[config.mk]
export PLATFORM = sky130hd
export DESIGN_NAME = reg16_write_arbiter
export DESIGN_NICKNAME = d
export VERILOG_FILES = /design/src/rtl/reg16_write_arbiter_pkg.sv /design/src/rtl/reg16_write_arbiter_rr_pick.sv /design/src/rtl/reg16_write_arbiter.sv
export SDC_FILE = /design/constraint.sdc
export NUM_CORES = 1
export LEC_CHECK = 0
export CAP_MARGIN = 20
export CORE_ASPECT_RATIO = 2
export CORE_MARGIN = 2
export CORE_UTILIZATION = 36
export CTS_CLUSTER_DIAMETER = 50
export CTS_CLUSTER_SIZE = 16
export DETAILED_ROUTE_END_ITERATION = 12
export GPL_ROUTABILITY_DRIVEN = 0
export HOLD_SLACK_MARGIN = 0.12
export PLACE_DENSITY = 0.85
export SYNTH_ARGS = -nofsm -noshare
export SYNTH_HDL_FRONTEND = slang
export SYNTH_SLANG_ARGS = --single-unit
[constraint.sdc]
create_clock -name CLK -period 3.2 [get_ports CLK]
set_input_delay 0.32 -clock CLK [delete_from_list [all_inputs] [get_ports CLK]]
set_output_delay 0.32 -clock CLK [all_outputs]
set_load 0.02 [all_outputs]
[src/rtl/reg16_write_arbiter_pkg.sv]
// Shared constants for the 16-bit register-bank write arbiter: data width,
// FSM state encoding and a constant-evaluable clog2.
package reg16_write_arbiter_pkg;

    localparam int unsigned DATA_W = 16;

    localparam logic [0:0] StIdle   = 1'b0;
    localparam logic [0:0] StLocked = 1'b1;

    function automatic int unsigned clog2(input int unsigned n);
        int unsigned r;
        r = 0;
        while ((32'd1 << r) < n) begin
            r = r + 1;
        end
        return r;
    endfunction

endpackage

[src/rtl/reg16_write_arbiter_rr_pick.sv]
// Combinational round-robin select: first set request at or above ptr, with
// wraparound, returned as one-hot grant plus binary index.
module reg16_write_arbiter_rr_pick #(
    parameter int unsigned NUM_REQ = 4,
    parameter int unsigned IDX_W   = 2
) (
    input  logic [NUM_REQ-1:0] req_i,
    input  logic [IDX_W-1:0]   ptr_i,
    output logic [NUM_REQ-1:0] gnt_o,
    output logic [IDX_W-1:0]   idx_o,
    output logic               any_o
);

    always_comb begin
        int unsigned j;
        gnt_o = '0;
        idx_o = '0;
        any_o = 1'b0;
        j     = 0;
        for (int unsigned k = 0; k < NUM_REQ; k++) begin
            j = (32'(ptr_i) + k) % NUM_REQ;
            if (!any_o && req_i[j]) begin
                any_o    = 1'b1;
                gnt_o[j] = 1'b1;
                idx_o    = IDX_W'(j);
            end
        end
    end

endmodule

[src/rtl/reg16_write_arbiter.sv]
// Round-robin arbiter for the single write port of a 16-bit register bank,
// with locked bursts and a registered one-hot WriteEnable/data output stage.
module reg16_write_arbiter
    import reg16_write_arbiter_pkg::*;
#(
    parameter int unsigned NUM_REQ  = 4,
    parameter int unsigned NUM_REGS = 8,
    parameter int unsigned ADDR_W   = 3,
    parameter int unsigned IDX_W    = clog2(NUM_REQ)
) (
    input  logic                      CLK,
    input  logic                      RST,
    input  logic [NUM_REQ-1:0]        req,
    input  logic [NUM_REQ-1:0]        lock,
    input  logic [NUM_REQ*ADDR_W-1:0] addr,
    input  logic [NUM_REQ*DATA_W-1:0] wdata,
    output logic [NUM_REQ-1:0]        ack,
    output logic [NUM_REGS-1:0]       we,
    output logic [DATA_W-1:0]         d_out,
    output logic [IDX_W-1:0]          owner,
    output logic                      locked,
    output logic                      err_addr
);

    localparam logic [ADDR_W:0] NumRegsW = (ADDR_W + 1)'(NUM_REGS);

    logic [0:0]          state_q, state_d;
    logic [IDX_W-1:0]    rr_q, rr_d;
    logic [IDX_W-1:0]    owner_q, owner_d;
    logic [NUM_REGS-1:0] we_q, we_d;
    logic [DATA_W-1:0]   d_out_q, d_out_d;
    logic                err_q, err_d;

    logic [NUM_REQ-1:0]  pick_gnt;
    logic [IDX_W-1:0]    pick_idx;
    logic                pick_any;

    logic                gnt_valid;
    logic [IDX_W-1:0]    gnt_idx;
    logic [ADDR_W-1:0]   sel_addr;
    logic [DATA_W-1:0]   sel_data;
    logic                sel_lock;
    logic                addr_ok;

    reg16_write_arbiter_rr_pick #(
        .NUM_REQ (NUM_REQ),
        .IDX_W   (IDX_W)
    ) u_rr_pick (
        .req_i (req),
        .ptr_i (rr_q),
        .gnt_o (pick_gnt),
        .idx_o (pick_idx),
        .any_o (pick_any)
    );

    // While locked only the owner may win; the round-robin pick is ignored.
    always_comb begin
        gnt_valid = 1'b0;
        gnt_idx   = owner_q;
        ack       = '0;
        if (state_q == StIdle) begin
            gnt_valid = pick_any;
            gnt_idx   = pick_idx;
            ack       = pick_gnt;
        end else if (req[owner_q]) begin
            gnt_valid      = 1'b1;
            ack[owner_q]   = 1'b1;
        end
    end

    always_comb begin
        sel_addr = '0;
        sel_data = '0;
        sel_lock = 1'b0;
        for (int unsigned i = 0; i < NUM_REQ; i++) begin
            if (ack[i]) begin
                sel_addr = addr[i*ADDR_W +: ADDR_W];
                sel_data = wdata[i*DATA_W +: DATA_W];
                sel_lock = lock[i];
            end
        end
    end

    always_comb begin
        addr_ok = ({1'b0, sel_addr} < NumRegsW);
        we_d    = '0;
        for (int unsigned r = 0; r < NUM_REGS; r++) begin
            we_d[r] = gnt_valid && addr_ok && (sel_addr == ADDR_W'(r));
        end
        err_d   = gnt_valid && !addr_ok;
        d_out_d = gnt_valid ? sel_data : d_out_q;
        owner_d = gnt_valid ? gnt_idx : owner_q;

        rr_d    = rr_q;
        state_d = state_q;
        unique case (state_q)
            StIdle: begin
                if (gnt_valid) begin
                    rr_d = (gnt_idx == IDX_W'(NUM_REQ - 1)) ? '0 : gnt_idx + IDX_W'(1);
                    if (sel_lock) begin
                        state_d = StLocked;
                    end
                end
            end
            StLocked: begin
                if (gnt_valid && !sel_lock) begin
                    state_d = StIdle;
                end
            end
            default: state_d = StIdle;
        endcase
    end

    always_ff @(posedge CLK or posedge RST) begin
        if (RST) begin
            state_q <= StIdle;
            rr_q    <= '0;
            owner_q <= '0;
            we_q    <= '0;
            d_out_q <= '0;
            err_q   <= 1'b0;
        end else begin
            state_q <= state_d;
            rr_q    <= rr_d;
            owner_q <= owner_d;
            we_q    <= we_d;
            d_out_q <= d_out_d;
            err_q   <= err_d;
        end
    end

    assign we       = we_q;
    assign d_out    = d_out_q;
    assign owner    = owner_q;
    assign locked   = (state_q == StLocked);
    assign err_addr = err_q;

endmodule

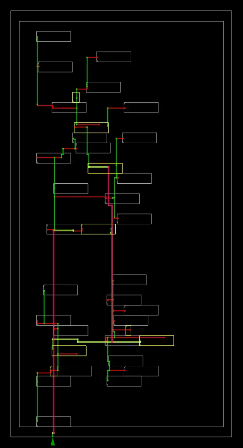
(the clock network)
Clock Skew: 2.19 ps
sequential cell count: 29

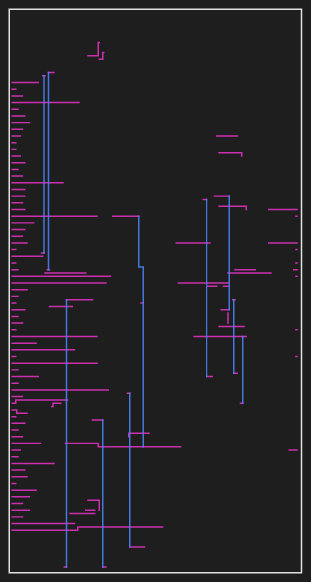
(signal wires by layer)
Only two layers are drawn.
[met4] blue | wire length: 327 µm
[met3] magenta | wire length: 507 µm

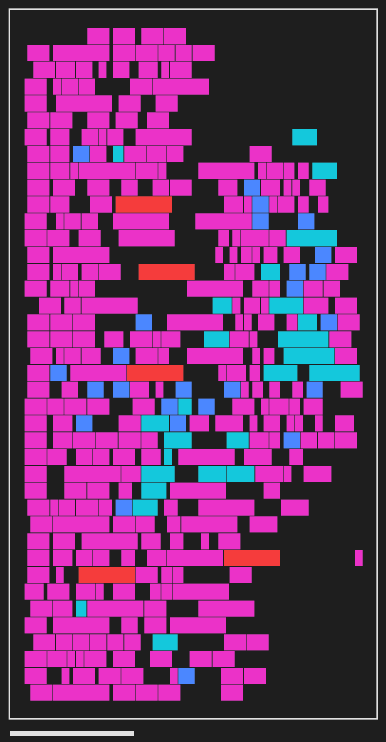
(drive-strength map)
Scale bar: 20 µm.
[drive 6 and up] red | cells: 5 | share: 1.4% | most used: clkbuf_16
[drive 2] cyan | cells: 25 | share: 6.9% | most used: mux4_2
[drive 3 to 4] blue | cells: 25 | share: 6.9% | most used: buf_4
[drive 1 or less] magenta | cells: 307 | share: 85% | most used: clkdlybuf4s50_1

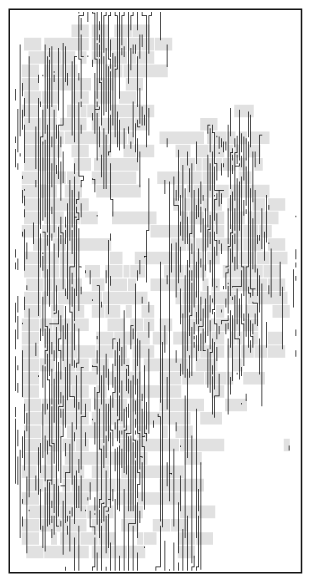
(the metal 2 layer)
Cells faint in the background.
longest straight run: 64.9 µm
wire length on this layer: 4190 µm

==> critical path: cells and delay by family, from the launching register on <==
| family | cells | cell delay, ps |
|---|---|---|
| flip-flops | 1 | 370 |
| buffers and inverters | 3 | 490 |
| AND/OR/NAND/NOR | 3 | 890 |
| adder cells (fa/ha/maj) | 1 | 300 |
| AND-OR/OR-AND | 4 | 880 |
==> registers in the layout (all words and copies together) (netlist names), named ones only <==
signal / cells
owner: 2
we: 8
d_out: 16
rr_q: 2
==> repair_timing <==
item                       4_1_cts  5_1_grt
cloned                           0        0
gates resized                    4        4
setup endpoints to repair        4        7
==> layer usage <==
metal / vias up / global-route usage
met2: 146 / 0.414
met1: 1163 / 0.239
met5: - / 0
met3: 21 / 0.0531
li1: 1173 / -
met4: 0 / 0.161
==> run summary <==
Quick summary of the implementation run below.

The filler-free cell count of the finished design came out at 425. Timing would allow up to 329 MHz. The remaining design rule violation count came out at 0. The time the final worst path needs with I/O delays and setup is 3040 ps. The final hold violation count came out at 0. The post-synth net total is 329.

The average wire per standard cell is 18.1 µm. After layout, the inverter instance count without clock inverters stands at 12. The run finished with clean final reports. The layout report gives the register share of total cell area as 0.198. For this run, the detailed router reports a per-instance via density of 5.89.

The top routing layer in use is met4. Setup slack on the critical path of the routed design comes to 157 ps. The fraction of the yosys area taken by sequential cells came out at 0.331.

The number of antenna violations at the first check in global routing is 0. The post-route fraction of the period consumed by the critical path came out at 0.951. The HPWL reported at the end of detailed placement came out at 6020 µm.

The clock network contribution to total cell area came out at 0.0380. The total setup buffers inserted after CTS came out at 0. The CTS clock-pin slew for the worst setup and hold paths came out at 50 ps. The number of antenna repair diodes is 0.

The synthesis stat section lists a flop and latch total of 29. The count of flip-flops with a built-in enable after synthesis came out at 0. Ranked by total cell area, the synthesized netlist is headed by dfrtp_1, a221oi_1, o31ai_1, a22oi_1, mux4_2. Leaving out the clock tree, the finished layout contains a buffer count of 141.

The biggest combinational cell group after synthesis is AND-OR/OR-AND gates. The pin slew with the least headroom to its limit came out at 510 ps. The core region area came out at 5960 µm². In this run the critical path is formed by inv_1 -> ha_1 -> or3b_1 -> a2111o_1 -> nand2_1 -> buf_4 -> a211oi_2 -> nor2_2 -> buf_4 -> a221oi_1 -> o31ai_1. In this run the worst setup path begins at rr_q[1]. The data arrival time at the worst-slack endpoint is 3210 ps. The type of destination of the critical path is a flop. The layout cell share with drive strength beyond 1 came out at 0.152. The final sum of negative setup slack is 0 ps. The most common cell in the netlist is dfrtp_1. The most common flop cell mapped by yosys is dfrtp_1. The largest incremental delay on the critical path is 460 ps. The biggest slice of the total power is consumed by combinational cells. The clock network power share is 0.103. The total of warnings raised by yosys is 0. The number of standard cells reported by yosys is 236. The multi-input logic area came out at 1320 µm².

The synthesized area per cell is 9.29 µm². For this run, the chip area from Yosys synthesis comes to 2190 µm². After clock tree synthesis, the flow added hold-fix buffers numbering 0. The post-route standard cell area excluding fillers is 3660 µm².

Per the synthesis report, the simple-gate share of the synthesized area is 0.159. Per the layout area report, the register area comes to 726 µm². STA classifies the critical path startpoint as a flop. The headroom to the max-slew limit is 0.660. The routed length on met2 is 4190 µm.

The required time at the worst endpoint is listed as 3370 ps. For the combinational group, total power comes out at 3.13 mW. By count the netlist is led by dfrtp_1, a221oi_1, nor2_1, o31ai_1, a22oi_1. The cell that appears most often on the critical path is buf_4. The deepest level of the CTS H-tree came out at 2. The share of the core area taken by cells at floorplan is 0.368. The class of the most critical setup path is flop to flop. The total number of vias came out at 2503.

The library cell used as clock root buffer is clkbuf_16. The area added between synthesis and finish is 66.7%. The total met3 wirelength after detailed routing is 506 µm. The floorplan step set the die height to 114 µm.

At the end of the flow the core is filled with cells to 0.614. The count of input and output buffers came out at 116. Following the worst setup path forward leads to its endpoint at d_out[10]. Summed over all cells, the static leakage comes to 1.47 nW. The number of buffers created by CTS came out at 5. The number of clock buffers in the layout came out at 6.

The fill cell total of the finished layout came out at 495. The aggregate global routing overflow came out at 0. The mux contribution to synthesized area is 0.0565. Per the final report, the share of cell area in non-clock buffers is 0.368.

The final hold slack is 435 ps. Per the cell usage report, the commonest logic cell in the layout is clkdlybuf4s50_1. The max capacitance violation total came out at 0. The final-report setup violation count is 0. Entering global routing, the biggest net connects 30 pins. The analysis reports a worst IR drop on VDD of 0.902 mV. The combined area of all synthesized cells came out at 2190 µm².

The first-pass GRT wire length came out at 12200 µm. The number of warnings in the stage logs is 32. Setup repair after global routing left no endpoint under its margin. The fraction of power spent switching nets came out at 0.471.

Per the cell usage report, the commonest logic cells after layout are clkdlybuf4s50_1, dfrtp_1, buf_4, a221oi_1, nor2_1. The top-level port count came out at 118. The portion of synthesized cell area occupied by the leading cell type came out at 0.331. The CTS log lists the clock sinks for this run as 29.

The overall die area came out at 6770 µm². The power dissipated in sequential cells came out at 0.683 mW. Synthesis instantiated 42 different standard cells from the library. The worst min-delay path class is primary input to async pin. 172 cells are multi-input combinational gates. The via count of the first global-routing pass is 2664. The end of the worst register-to-register path is d_out[10]. The count of inserted tapcells is 63. The proportion of register bits with asynchronous set or reset after synthesis is 1.00.

The multi-input gate share of total cell area came out at 0.362. Per the synthesis report, the XOR/XNOR share of the synthesized area is 0.0120. The power report attributes to the combinational group a share of 0.736. The maximum buffer depth of the clock tree came out at 2. In the post-route report, total wirelength is listed as 7670 µm. The power per unit of standard cell area came out at 1160 nW/µm². The clock insertion delay at the later pin of the skew report is 270 ps.

The maximum net fanout on the critical path came out at 10. The internal power of the cells is 2.25 mW. Per the final report, max-transition violations number 0.

Once placement finished, the instance area stood at 3500 µm². The detailed router's first-iteration violation count is 171. The post-placement worst setup slack came out at -131 ps.

The count of cells along the worst register-to-register path came out at 11. The largest cell class by area is buffers. The combined global-route utilization of all metal layers came out at 0.238. The slowest cell on the critical path is a2111o_1. The share of power burned in registers is 0.160. The first detailed-routing pass ran for 4 iterations.

TritonCTS built the clock tree. The fraction of the mapped netlist area in compound gates came out at 0.322. The routed metal-1 wire length came out at 2650 µm.

The final power report lists total power as 4.26 mW. The cell count after placement came out at 417. The power in the clock group came out at 0.440 mW. Once detail routing completed, the nets flagged for antenna violations numbered 0.
Power and IR drop assume default switching activity.
